<file path="src/rtl/em4100_pkg.sv">
// Shared constants and FSM state encoding for the EM4100 reader-side decoder.
package em4100_pkg;

  localparam int HEADER_ONES = 9;
  localparam int NUM_ROWS    = 10;
  localparam int ROW_BITS    = 4;
  localparam int COL_BITS    = 4;
  localparam int ID_BITS     = 40;

  typedef enum logic [1:0] {
    HUNT = 2'd0,
    ROWS = 2'd1,
    COLS = 2'd2,
    STOP = 2'd3
  } state_e;

endpackage

</file>
<file path="src/rtl/manchester_halfbit_sampler.sv">
// Synchronises the raw Manchester line and emits one sample per half-bit,
// re-centring the sample point on every line edge; flags a silent line as idle.
module manchester_halfbit_sampler #(
  parameter int HALF_BIT_CYCLES = 16,
  parameter int SYNC_STAGES     = 2,
  parameter int IDLE_HALVES     = 4
) (
  input  logic clk,
  input  logic rst,
  input  logic din,
  output logic sample_valid,
  output logic sample_bit,
  output logic idle
);

  localparam int IDLE_LIMIT = IDLE_HALVES * HALF_BIT_CYCLES;
  localparam int TW         = $clog2(IDLE_LIMIT + 1);
  localparam int PW         = $clog2(HALF_BIT_CYCLES);

  logic [SYNC_STAGES-1:0] sync_q;
  logic                   level_q;
  logic [TW-1:0]          timer_q, timer_d;
  logic [PW-1:0]          phase_q, phase_d;
  logic                   edge_w;

  assign edge_w = sync_q[SYNC_STAGES-1] ^ level_q;

  always_comb begin
    timer_d = timer_q;
    phase_d = phase_q;
    if (edge_w) begin
      timer_d = '0;
      phase_d = '0;
    end else begin
      if (timer_q != TW'(IDLE_LIMIT)) timer_d = timer_q + 1'b1;
      phase_d = (phase_q == PW'(HALF_BIT_CYCLES - 1)) ? '0 : phase_q + 1'b1;
    end
  end

  always_ff @(posedge clk or posedge rst) begin
    if (rst) begin
      sync_q  <= '0;
      level_q <= 1'b0;
      timer_q <= '0;
      phase_q <= '0;
    end else begin
      sync_q  <= {sync_q[SYNC_STAGES-2:0], din};
      level_q <= sync_q[SYNC_STAGES-1];
      timer_q <= timer_d;
      phase_q <= phase_d;
    end
  end

  // phase_q restarts with the timer on each edge, so the sample lands mid half-bit.
  assign idle         = (timer_q == TW'(IDLE_LIMIT));
  assign sample_valid = !idle && (phase_q == PW'(HALF_BIT_CYCLES / 2 - 1));
  assign sample_bit   = level_q;

endmodule

</file>
<file path="src/rtl/em4100_decoder.sv">
// EM4100 frame decoder: pairs half-bit samples into bits, hunts the 9-one header,
// checks row/column parity and stop bit, and publishes the 40-bit ID.
module em4100_decoder
  import em4100_pkg::*;
#(
  parameter int HALF_BIT_CYCLES = 16,
  parameter int SYNC_STAGES     = 2,
  parameter int IDLE_HALVES     = 4
) (
  input  logic               clk,
  input  logic               rst,
  input  logic               en,
  input  logic               din,
  output logic [ID_BITS-1:0] data_out,
  output logic               data_valid,
  output logic               parity_err,
  output logic               busy
);

  logic sample_valid, sample_bit, idle;

  manchester_halfbit_sampler #(
    .HALF_BIT_CYCLES(HALF_BIT_CYCLES),
    .SYNC_STAGES    (SYNC_STAGES),
    .IDLE_HALVES    (IDLE_HALVES)
  ) u_sampler (
    .clk         (clk),
    .rst         (rst),
    .din         (din),
    .sample_valid(sample_valid),
    .sample_bit  (sample_bit),
    .idle        (idle)
  );

  state_e               state_q, state_d;
  logic [3:0]           hdr_cnt_q, hdr_cnt_d;
  logic [3:0]           row_q, row_d;
  logic [2:0]           col_q, col_d;
  logic                 half_q, half_d;
  logic                 half_vld_q, half_vld_d;
  logic [ID_BITS-1:0]   work_q, work_d;
  logic                 row_par_q, row_par_d;
  logic [COL_BITS-1:0]  col_par_q, col_par_d;
  logic                 err_q, err_d;
  logic [ID_BITS-1:0]   data_out_q, data_out_d;
  logic                 data_valid_q, data_valid_d;
  logic                 parity_err_q, parity_err_d;
  logic                 bit_vld, bit_val, pair_bad;

  always_comb begin
    state_d      = state_q;
    hdr_cnt_d    = hdr_cnt_q;
    row_d        = row_q;
    col_d        = col_q;
    half_d       = half_q;
    half_vld_d   = half_vld_q;
    work_d       = work_q;
    row_par_d    = row_par_q;
    col_par_d    = col_par_q;
    err_d        = err_q;
    data_out_d   = data_out_q;
    data_valid_d = 1'b0;
    parity_err_d = 1'b0;
    bit_vld      = 1'b0;
    bit_val      = 1'b0;
    pair_bad     = 1'b0;

    // Equal halves mean we are paired across a bit boundary: keep the newer half.
    if (sample_valid) begin
      if (!half_vld_q) begin
        half_d     = sample_bit;
        half_vld_d = 1'b1;
      end else if (half_q != sample_bit) begin
        bit_vld    = 1'b1;
        bit_val    = half_q;
        half_vld_d = 1'b0;
      end else begin
        half_d   = sample_bit;
        pair_bad = 1'b1;
      end
    end

    if (!en || idle || pair_bad) begin
      state_d   = HUNT;
      hdr_cnt_d = '0;
      row_d     = '0;
      col_d     = '0;
      row_par_d = 1'b0;
      col_par_d = '0;
      err_d     = 1'b0;
      if (!en || idle) half_vld_d = 1'b0;
    end else if (bit_vld) begin
      unique case (state_q)
        HUNT: begin
          if (!bit_val) begin
            hdr_cnt_d = '0;
          end else if (hdr_cnt_q == 4'(HEADER_ONES - 1)) begin
            state_d   = ROWS;
            hdr_cnt_d = '0;
            row_d     = '0;
            col_d     = '0;
            row_par_d = 1'b0;
            col_par_d = '0;
            err_d     = 1'b0;
          end else begin
            hdr_cnt_d = hdr_cnt_q + 1'b1;
          end
        end
        ROWS: begin
          if (col_q == 3'(ROW_BITS)) begin
            if (bit_val != row_par_q) err_d = 1'b1;
            row_par_d = 1'b0;
            col_d     = '0;
            if (row_q == 4'(NUM_ROWS - 1)) begin
              state_d = COLS;
              row_d   = '0;
            end else begin
              row_d = row_q + 1'b1;
            end
          end else begin
            work_d                 = {work_q[ID_BITS-2:0], bit_val};
            row_par_d              = row_par_q ^ bit_val;
            col_par_d[col_q[1:0]]  = col_par_q[col_q[1:0]] ^ bit_val;
            col_d                  = col_q + 1'b1;
          end
        end
        COLS: begin
          if (bit_val != col_par_q[col_q[1:0]]) err_d = 1'b1;
          if (col_q == 3'(COL_BITS - 1)) begin
            state_d = STOP;
            col_d   = '0;
          end else begin
            col_d = col_q + 1'b1;
          end
        end
        STOP: begin
          state_d   = HUNT;
          hdr_cnt_d = '0;
          if (err_q || bit_val) begin
            parity_err_d = 1'b1;
          end else begin
            data_valid_d = 1'b1;
            data_out_d   = work_q;
          end
        end
        default: state_d = HUNT;
      endcase
    end
  end

  always_ff @(posedge clk or posedge rst) begin
    if (rst) begin
      state_q      <= HUNT;
      hdr_cnt_q    <= '0;
      row_q        <= '0;
      col_q        <= '0;
      half_q       <= 1'b0;
      half_vld_q   <= 1'b0;
      work_q       <= '0;
      row_par_q    <= 1'b0;
      col_par_q    <= '0;
      err_q        <= 1'b0;
      data_out_q   <= '0;
      data_valid_q <= 1'b0;
      parity_err_q <= 1'b0;
    end else begin
      state_q      <= state_d;
      hdr_cnt_q    <= hdr_cnt_d;
      row_q        <= row_d;
      col_q        <= col_d;
      half_q       <= half_d;
      half_vld_q   <= half_vld_d;
      work_q       <= work_d;
      row_par_q    <= row_par_d;
      col_par_q    <= col_par_d;
      err_q        <= err_d;
      data_out_q   <= data_out_d;
      data_valid_q <= data_valid_d;
      parity_err_q <= parity_err_d;
    end
  end

  assign data_out   = data_out_q;
  assign data_valid = data_valid_q;
  assign parity_err = parity_err_q;
  assign busy       = (state_q != HUNT);

endmodule

</file>
<file path="config.mk">
export PLATFORM = sky130hd
export DESIGN_NAME = em4100_decoder
export DESIGN_NICKNAME = d
export VERILOG_FILES = /design/src/rtl/em4100_pkg.sv /design/src/rtl/manchester_halfbit_sampler.sv /design/src/rtl/em4100_decoder.sv
export SDC_FILE = /design/constraint.sdc
export NUM_CORES = 1
export LEC_CHECK = 0
export ABC_AREA = 1
export ABC_CLOCK_PERIOD_IN_PS = 8100
export CAP_MARGIN = 25
export CORE_MARGIN = 2
export CORE_UTILIZATION = 61
export DETAILED_ROUTE_END_ITERATION = 12
export PLACE_DENSITY = 0.82
export SLEW_MARGIN = 10
export SYNTH_ARGS = -nofsm -noshare
export SYNTH_HDL_FRONTEND = slang
export SYNTH_HIERARCHICAL = 1
export SYNTH_SLANG_ARGS = --single-unit
</file>
<file path="constraint.sdc">
create_clock -name clk -period 8.1 [get_ports clk]
set_clock_uncertainty 0.05 [all_clocks]
set_input_delay 1.62 -clock clk [delete_from_list [all_inputs] [get_ports clk]]
set_output_delay 1.62 -clock clk [all_outputs]
set_load 0.03 [all_outputs]
</file>
==> out/results.tsv, run 1 <==
stage	metric	value	unit
status	status	completed	
run	Tool Warnings	37	
synth	Post-Synthesis Cells	588	
synth	Seq share, synth	0.560	
global_routing	pin count of the biggest net entering global routing	57	
detailed_routing	Via density	5.33	
timing	crit path time final	3740	ps
timing	setup ws final	4360	ps
place	Place WS	4450	ps
clocking	CTS Hold Bufs	0	
setup_path	CP endpoint kind	output pin	
timing	Worst-Margin Slew	673	ps
floorplan	area of the chip	9330	um2
place	Placed Cells	726	
synth	yosys stat cell total	588	
synth	distinct lib cells	31	
setup_path	Slowest-stage cell, CP	clkdlybuf4s50_1	
cells_and_area	Net count, final	663	
timing	cycle use final	0.461	
timing	final hold violation count	0	
clocking	Setup Fix Bufs, Post-CTS	0	
global_routing	first-pass GRT wire length	18.0	mm
clocking	CTS tree	done	
hold_path	Worst Hold Class	flop to flop	
synth	YS chip area	5230	um2
floorplan	io pins	47	
setup_path	crit-path most repeated cell	inv_1	
synth	main flop type	dfrtp_1	
cells_and_area	share of cells above drive strength 1	0.0827	
cells_and_area	fillcell total	558	
synth	register bit total from synthesis	117	
synth	Yosys top cell by area	dfrtp_1	
setup_path	Crit Path Class	flop to output pin	
detailed_routing	DR pass1 iterations	5	
global_routing	via count of the first global-routing pass	3951	
setup_path	max incr delay on CP	700	ps
clocking	Clk Tree Root Cell	clkbuf_8	
setup_path	Crit path arrival time	2070	ps
synth	Synth top cells by count	nand2_1, dfrtp_1, inv_1	
synth	fraction of registers with async set/reset	1.00	
setup_path	delay-heaviest family, CP	buffers and inverters	
floorplan	fp util	0.633	
timing	# setup viols final	0	
[run 1: state kept, by name, summed over array words and instances (netlist names), 3 cells and up]
register / cells
col_q: 3
u_sampler/timer_q: 7
hdr_cnt_q: 4
work_q: 40
u_sampler/phase_q: 4
data_out: 40
col_par_q: 4
row_q: 4
[run 1: final cells by class]
| cell class | instances | area, um2 | area share |
|---|---|---|---|
| Clock buffer | 17 | 414 | 0.0653 |
| Clock inverter | 15 | 146 | 0.0231 |
| Inverter | 92 | 349 | 0.0550 |
| Multi-Input combinational cell | 363 | 1870 | 0.294 |
| Sequential cell | 117 | 2930 | 0.461 |
| Tap cell | 105 | 131 | 0.0207 |
| Timing Repair Buffer | 49 | 508 | 0.0801 |
[run 1: worst paths after layout]
kind                                      startpoint                  end  slack (ps)  depth (start not counted)
worst max-delay path                      state_q[0]                 busy        4360                          4
worst min-delay path             u_sampler/sync_q[0]  u_sampler/sync_q[1]         300                          0
worst max register to register  u_sampler/timer_q[0]           work_q[34]        5510                         12
worst min register to register   u_sampler/sync_q[0]  u_sampler/sync_q[1]         300                          0
max in group asynchronous                        rst          data_out[0]        5370                          3
min in group asynchronous                        rst  u_sampler/sync_q[1]        1490                          2
[run 1: per-layer routing]
metal	share of wire	track usage	vias up
met4	0.0074	0.0822	0
met5	0	0	-
li1	-	-	1970
met3	0.042	0.0667	6
met1	0.44	0.322	1958
met2	0.51	0.425	103
[run 1: per-stage QoR]
stage           util  power (mW)
2_1_floorplan      -       0.823
3_3_place_gp   0.696       0.871
3_5_place_dp   0.700       0.882
4_1_cts        0.768        1.59
5_1_grt        0.768        1.65
6_report       0.768        1.57
[run 1: report_power, final]
part	leakage, nW	internal, mW	total, mW	switching, mW
clock	0.264	0.414	0.700	0.286
sequential	1.62	0.612	0.638	0.0261
combinational	1.04	0.0778	0.237	0.159
[run 1: placed cells by master (no fill, tap or decap), types with 2 or more instances in the layout]
| cell type | n |
|---|---|
| nand3_2 | 3 |
| dfrtp_1 | 117 |
| o21ai_0 | 71 |
| clkinv_4 | 2 |
| ha_1 | 19 |
| clkdlybuf4s50_1 | 46 |
| buf_12 | 2 |
| nand3_1 | 31 |
| inv_1 | 89 |
| xor2_1 | 6 |
| nor2_2 | 3 |
| nand2_1 | 149 |
| a21oi_1 | 5 |
| nand4_1 | 10 |
| nand2_2 | 3 |
| inv_6 | 6 |
| nor2_1 | 25 |
| o21ai_1 | 25 |
| clkinvlp_4 | 4 |
| clkinv_2 | 2 |
| nor2_4 | 3 |
| clkbuf_16 | 16 |
[run 1: cell families (layout without fill, tap and decap cells)]
kind of cell / count (synthesis) / in the layout / share of synthesized area
flip-flops: 117 / 117 / 0.560
XOR/XNOR: 7 / 7 / 0.0132
AND/OR/NAND/NOR: 230 / 230 / 0.192
buffers and inverters: 108 / 173 / 0.0830
adder cells (fa/ha/maj): 19 / 19 / 0.0455
AND-OR/OR-AND: 107 / 107 / 0.107
### Clock distribution, run 1

The bar under the picture is 20 um long.
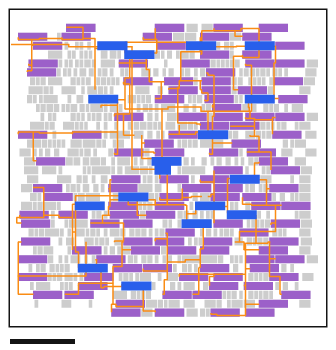
[clock drivers] blue | count: 17
[flip-flops] purple | count: 117
[clock wires] orange | length: 1400 um
routed clock nets	18
clock group total power: 0.700 mW
Clk pwr share: 0.445
worst skew pair latency: 510 ps

### Clock routing, run 1

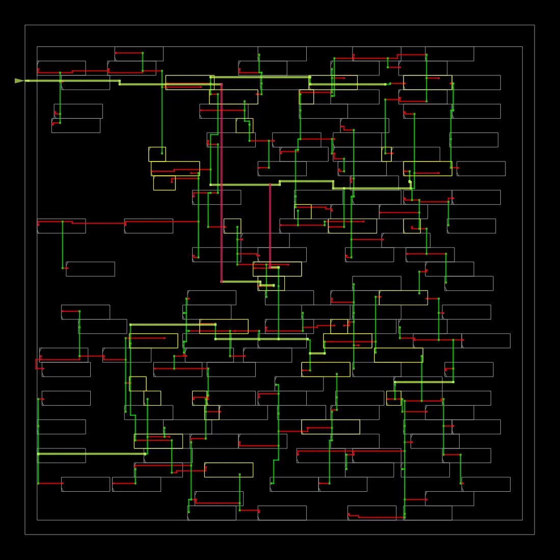
Num CTS Buffers: 17
CLK BUF: 17
number of sequential cells: 117
CTS sink count: 117

### M3 wires, run 1

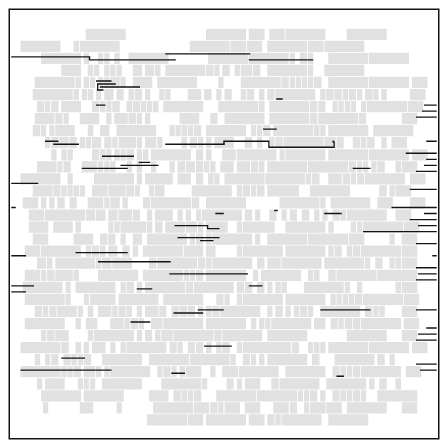
longest straight run	20.2 um
wire length on this layer	447 um
via count: 4037
met3 Use GR: 0.0667
final wirelength: 10.5 mm

### Layout detail, run 1

Region (28, 28) to (68, 68) um. Cells in gray, sequential cells in the stronger gray; small squares are vias.
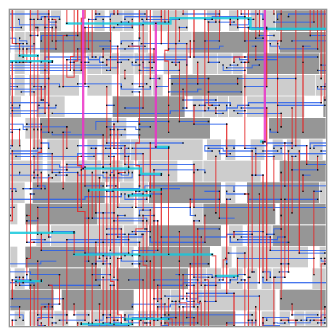
layer	color
metal 2	red
metal 4	magenta
metal 3	cyan
metal 1	blue
cells with their middle in the window	144
most frequent	nand2_1 (30), dfrtp_1 (27)
netlist names of flops here include	work_q (13), data_out (5), hdr_cnt_q (3)
sequential cells in the window	27

--- run 2 (diff from run 1) ---
--- a/config.mk
+++ b/config.mk
@@ -6,12 +6,12 @@
 export NUM_CORES = 1
 export LEC_CHECK = 0
 export ABC_AREA = 1
-export ABC_CLOCK_PERIOD_IN_PS = 8100
+export ABC_CLOCK_PERIOD_IN_PS = 3400
 export CAP_MARGIN = 25
 export CORE_MARGIN = 2
-export CORE_UTILIZATION = 61
+export CORE_UTILIZATION = 52
 export DETAILED_ROUTE_END_ITERATION = 12
-export PLACE_DENSITY = 0.82
+export PLACE_DENSITY = 0.74
 export SLEW_MARGIN = 10
 export SYNTH_ARGS = -nofsm -noshare
 export SYNTH_HDL_FRONTEND = slang
==> constraint.sdc (replaced) <==
create_clock -name clk -period 3.4 [get_ports clk]
set_clock_uncertainty 0.05 [all_clocks]
set_input_delay 0.68 -clock clk [delete_from_list [all_inputs] [get_ports clk]]
set_output_delay 0.68 -clock clk [all_outputs]
set_load 0.03 [all_outputs]
### Routed metal per tile, run 2

The bar under the picture is 20 um long. The die is cut into 21 by 21 equal tiles; white is low, dark blue is high, scaled to the fullest tile. Values are wire area over tile area, all layers added.
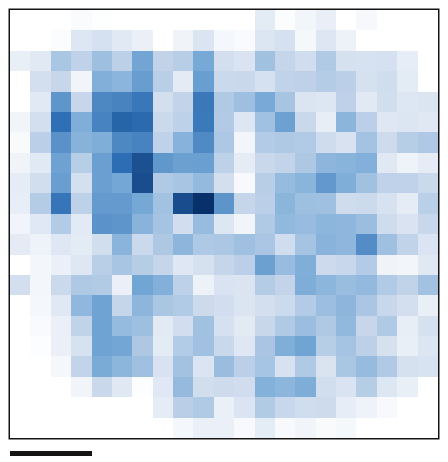
mean over tiles	0.14
nearly empty tiles	14%
tiles over half the peak	11%
fullest tile	0.56
Tot GR Track Use: 0.198
via count: 3994
wire per inst: 12.5 um

==> run 2 against run 1 <==
Effect of this change: sequential share of layout area is 0.20 points lower; count of clock-buffer cells in the layout is 1 higher; clock power is 130% higher; synthesized cell count stayed put; synthesized area stayed put; cell count is 3.8% higher; combinational power is 140% higher; first-iteration DRC count is 19% lower; worst setup slack worse by 3800 ps; via count is 1.1% lower; critical path type unchanged; critical endpoint unchanged.
==> out/results.tsv, run 2 <==
stage	metric	value	unit	change
power_and_ir_drop	total power	3.70	mW	was 1.57 mW
timing	setup ws final	603	ps	was 4360 ps
detailed_routing	highest routed layer	met4		unchanged
cells_and_area	dominant logic cell type in the layout	nand2_1		unchanged
setup_path	CP endpoint kind	output pin		unchanged
synth	YS chip area	5230	um2	unchanged
synth	fraction of registers with async set/reset	1.00		unchanged
detailed_routing	Met3 Routed Length	443	um	was 446 um
setup_path	R2R Path End	work_q[29]		was work_q[34]
hold_path	Hold Startpoint	u_sampler/sync_q[0]		unchanged
synth	register bit total from synthesis	117		unchanged
clocking	Setup Fix Bufs, Post-CTS	0		unchanged
clocking	CTS Hold Bufs	0		unchanged
timing	final hold violation count	0		unchanged
synth	yosys stat cell total	588		unchanged
detailed_routing	DR pass1 iterations	6		was 5
synth	main flop type	dfrtp_1		unchanged
cells_and_area	fillcell total	801		was 558
clocking	CTS sink count	117		unchanged
floorplan	io pins	47		unchanged
setup_path	delay-heaviest family, CP	buffers and inverters		unchanged
status	status	completed		unchanged
setup_path	max incr delay on CP	700	ps	about the same
setup_path	Slowest-stage cell, CP	clkdlybuf4s50_1		unchanged
timing	# setup viols final	0		unchanged
timing	Worst-Margin Slew	638	ps	was 673 ps
synth	Post-Synthesis Cells	588		unchanged
setup_path	R2R Setup Slk	850	ps	was 5510 ps
clocking	CTS tree	done		unchanged
timing	cycle use final	0.823		
cells_and_area	Util after Layout	0.652		was 0.768
place	Placed Cells	755		was 726
detailed_routing	Via density	5.07		was 5.33
place	Place WS	899	ps	was 4450 ps
synth	Seq share, synth	0.560		unchanged
hold_path	worst hold stages	0		unchanged
run	Tool Warnings	37		unchanged
synth	Yosys top cell by area	dfrtp_1		unchanged
floorplan	fp util	0.535		was 0.633
hold_path	Worst Hold Class	flop to flop		unchanged
setup_path	R2R depth	13		was 12
clocking	worst skew pair latency	510	ps	about the same
synth	Synth top cells by count	nand2_1, dfrtp_1, inv_1		unchanged
setup_path	Crit path arrival time	2070	ps	about the same
cells_and_area	share of cells above drive strength 1	0.0841		was 0.0827
hold_path	end of the worst hold path	u_sampler/sync_q[1]		unchanged
### M3 wires, run 2

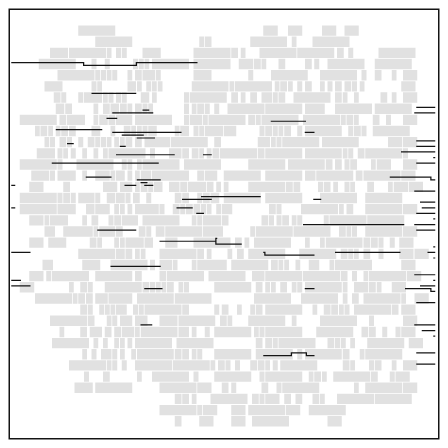
longest straight run	25.8 um
main direction	horizontal
wire length on this layer	444 um
met3 Use GR: 0.0457
final wirelength: 9.83 mm

==> run 2: worst max-delay path by stage <==
stage / startpoint / endpoint / cells after the start
floorplan: u_sampler/timer_q[0] / col_par_q[0] / 15
global placement: en / work_q[32] / 9
detailed placement: u_sampler/timer_q[0] / work_q[23] / 12
CTS: state_q[0] / busy / 4
global route: state_q[0] / busy / 4
finish: state_q[0] / busy / 4
==> run 2: logic make-up after synthesis <==
logic type	Yosys count	share of synthesized area
XOR/XNOR	7	0.0132
adder cells (fa/ha/maj)	19	0.0455
AND-OR/OR-AND	107	0.107
flip-flops	117	0.560
buffers and inverters	108	0.0830
AND/OR/NAND/NOR	230	0.192
==> run 2: worst register-to-register path: stages (launching register included) <==
cell and delay (ps):
dfrtp_1 390, inv_1 80, ha_1 220, nand2_1 50, nand3b_1 180, nand3_1 90
inv_1 160, nand3_1 170, nand2_2 140, nor2_1 70, nand2_2 50, buf_4 510
nand2_1 180, o21ai_0 120
==> run 2: final cells by class <==
cell class	count	area, um2	area share
flip-flops and latches	117	2930	0.459
multi-input cells	363	1870	0.293
repair buffers	50	515	0.0809
clock inverters	14	116	0.0183
well taps	133	166	0.0261
inverters	92	350	0.0550
clock buffers	18	428	0.0672
==> run 2: power breakdown <==
part / internal [mW] / leakage [nW] / switching (mW)
logic: 0.190 / 1.04 / 0.385
registers: 1.46 / 1.62 / 0.0619
clock network: 0.933 / 0.258 / 0.669
==> run 2: per-layer routing <==
layer  vias up  track usage
met4         0       0.0772
met1      1896        0.263
li1       1986            -
met5         -            0
met2        99        0.317
met3        13       0.0457
--- run 3 (diff from run 2) ---
--- a/config.mk
+++ b/config.mk
@@ -6,12 +6,12 @@
 export NUM_CORES = 1
 export LEC_CHECK = 0
 export ABC_AREA = 1
-export ABC_CLOCK_PERIOD_IN_PS = 3400
+export ABC_CLOCK_PERIOD_IN_PS = 2700
 export CAP_MARGIN = 25
 export CORE_MARGIN = 2
-export CORE_UTILIZATION = 52
+export CORE_UTILIZATION = 57
 export DETAILED_ROUTE_END_ITERATION = 12
-export PLACE_DENSITY = 0.74
+export PLACE_DENSITY = 0.77
 export SLEW_MARGIN = 10
 export SYNTH_ARGS = -nofsm -noshare
 export SYNTH_HDL_FRONTEND = slang
==> constraint.sdc (replaced) <==
create_clock -name clk -period 2.7 [get_ports clk]
set_clock_uncertainty 0.05 [all_clocks]
set_input_delay 0.54 -clock clk [delete_from_list [all_inputs] [get_ports clk]]
set_output_delay 0.54 -clock clk [all_outputs]
set_load 0.03 [all_outputs]
### Routed metal per tile, run 3

The bar under the picture is 20 um long. The die is cut into 20 by 20 equal tiles; white is low, dark blue is high, scaled to the fullest tile. Values are wire area over tile area, all layers added.
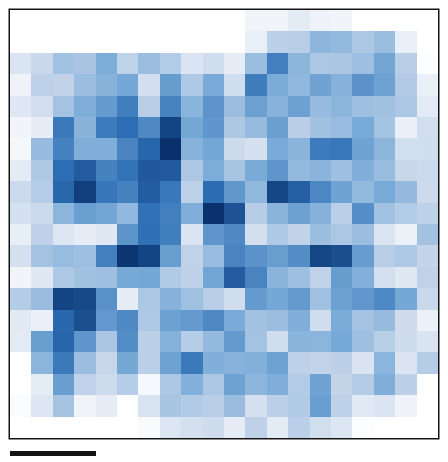
densest ninth of the die	middle
tiles over half the peak	28%
mean over tiles	0.16
wire per inst: 13.3 um
final wirelength: 10.1 mm
Tot GR Track Use: 0.225
via count: 3951

==> run 3 against run 2 <==
Effect of this change: cell area grew 0.55%; non-clock buffer count is the same; routed wire length rose by 3.0%; largest power group unchanged; sequential share of layout area down 0.25 points; via count decreased by 1.1%; critical endpoint is now data_out[9]; clock power increased by 39%.
==> out/results.tsv, run 3 <==
stage	metric	value	unit	change
setup_path	Crit path arrival time	2800	ps	was 2070 ps
clocking	CTS sink count	117		unchanged
power_and_ir_drop	Power Internal	3.48	mW	was 2.58 mW
setup_path	Crit Path Class	flop to flop		was flop to output pin
status	status	completed		unchanged
synth	Post-Synth XOR/XNOR Area	0.0132		unchanged
detailed_routing	Via density	5.19		was 5.07
synth	MUX share of area	0		unchanged
floorplan	fp util	0.594		was 0.535
synth	register bit total from synthesis	117		unchanged
cells_and_area	share of cells above drive strength 1	0.0826		was 0.0841
synth	distinct lib cells	31		unchanged
place	Placed Cells	730		was 755
power_and_ir_drop	part of the power in registers	0.395		was 0.411
synth	Yosys top cell by area	dfrtp_1		unchanged
power_and_ir_drop	total power	4.84	mW	was 3.70 mW
power_and_ir_drop	Sw Share	0.281		was 0.302
run	Tool Warnings	37		unchanged
floorplan	io pins	47		unchanged
clocking	Num CTS Buffers	17		unchanged
synth	main flop type	dfrtp_1		unchanged
clocking	Clk Tree Root Cell	clkbuf_8		unchanged
timing	Worst-Margin Slew	568	ps	was 638 ps
cells_and_area	fillcell total	634		was 801
synth	and-or/or-and share of the synthesized area	0.107		unchanged
global_routing	pin count of the biggest net entering global routing	94		was 81
### Clock distribution, run 3

The bar under the picture is 20 um long.
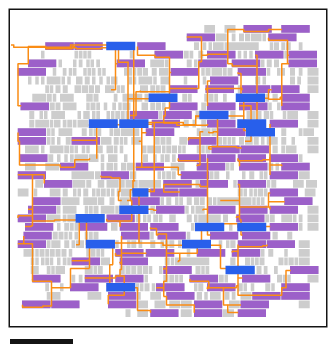
[clock drivers] blue | count: 17
[clock wires] orange | length: 1400 um
[flip-flops] purple | count: 117
flops lie	all over the die
clock group total power: 2.22 mW
Clk pwr share: 0.459

## run 3: cell type report
cell class,instances,area share
Multi-Input combinational cell,363,0.292
Tap cell,108,0.0211
Clock buffer,18,0.0652
Inverter,92,0.0547
Sequential cell,117,0.457
Clock inverter,14,0.0277
Timing Repair Buffer,50,0.0828
## run 3: final timing paths
check | start | to | slack, ps | cells past startpoint
min | rst | parity_err | 300 | 2
min in group clk | u_sampler/sync_q[0] | u_sampler/sync_q[1] | 320 | 0
max in group asynchronous | rst | work_q[2] | 1580 | 3
max reg2reg | u_sampler/timer_q[0] | data_out[9] | 260 | 13
max | u_sampler/timer_q[0] | data_out[9] | 260 | 13
min reg2reg | u_sampler/sync_q[0] | u_sampler/sync_q[1] | 320 | 0
## run 3: logic make-up (layout without fill, tap and decap cells)
kind of cell    after synthesis  in the layout
simple gates                230            230
xor+xnor                      7              7
fa+ha+maj                    19             19
flops                       117            117
buf+inv                     108            174
compound gates              107            107
## run 3: critical path, stage by stage (launching register included)
cell      delay, ps
dfrtp_1         390
inv_1            80
ha_1            210
nand2_1          60
nand3b_1        180
nand3_1         100
inv_1           160
nand2_2         120
nor2_4          130
nand3_2         100
nor2_4          120
inv_2           160
buf_12          240
o21ai_0         230
## run 3: power by group through the flow
stage               Combinational [mW]  Sequential [mW]  Clock, mW
finish                           0.703             1.91       2.22
global route                     0.822             1.92       2.34
CTS                              0.709             1.91       2.26
detailed placement               0.704             1.94          0
global placement                 0.687             1.94          0
floorplan                        0.549             1.92          0
## run 3: metrics by stage
step / area (um2) / utilization / hold WS [ps]
floorplan: 5230 / - / 281
global placement: 5810 / 0.660 / 287
detailed placement: 5810 / 0.660 / 305
CTS: 6400 / 0.727 / 293
global route: 6410 / 0.728 / 322
finish: 6410 / 0.728 / 299
## run 3: per-layer routing
metal | vias up | wire, um | part of all wire | global-route usage
met4 | 0 | 107 | 0.011 | 0.0822
met2 | 89 | 5080 | 0.50 | 0.374
met1 | 1871 | 4550 | 0.45 | 0.289
met5 | - | 0 | 0 | 0
met3 | 11 | 389 | 0.038 | 0.0543
li1 | 1980 | - | - | -
Power and IR drop assume default switching activity.
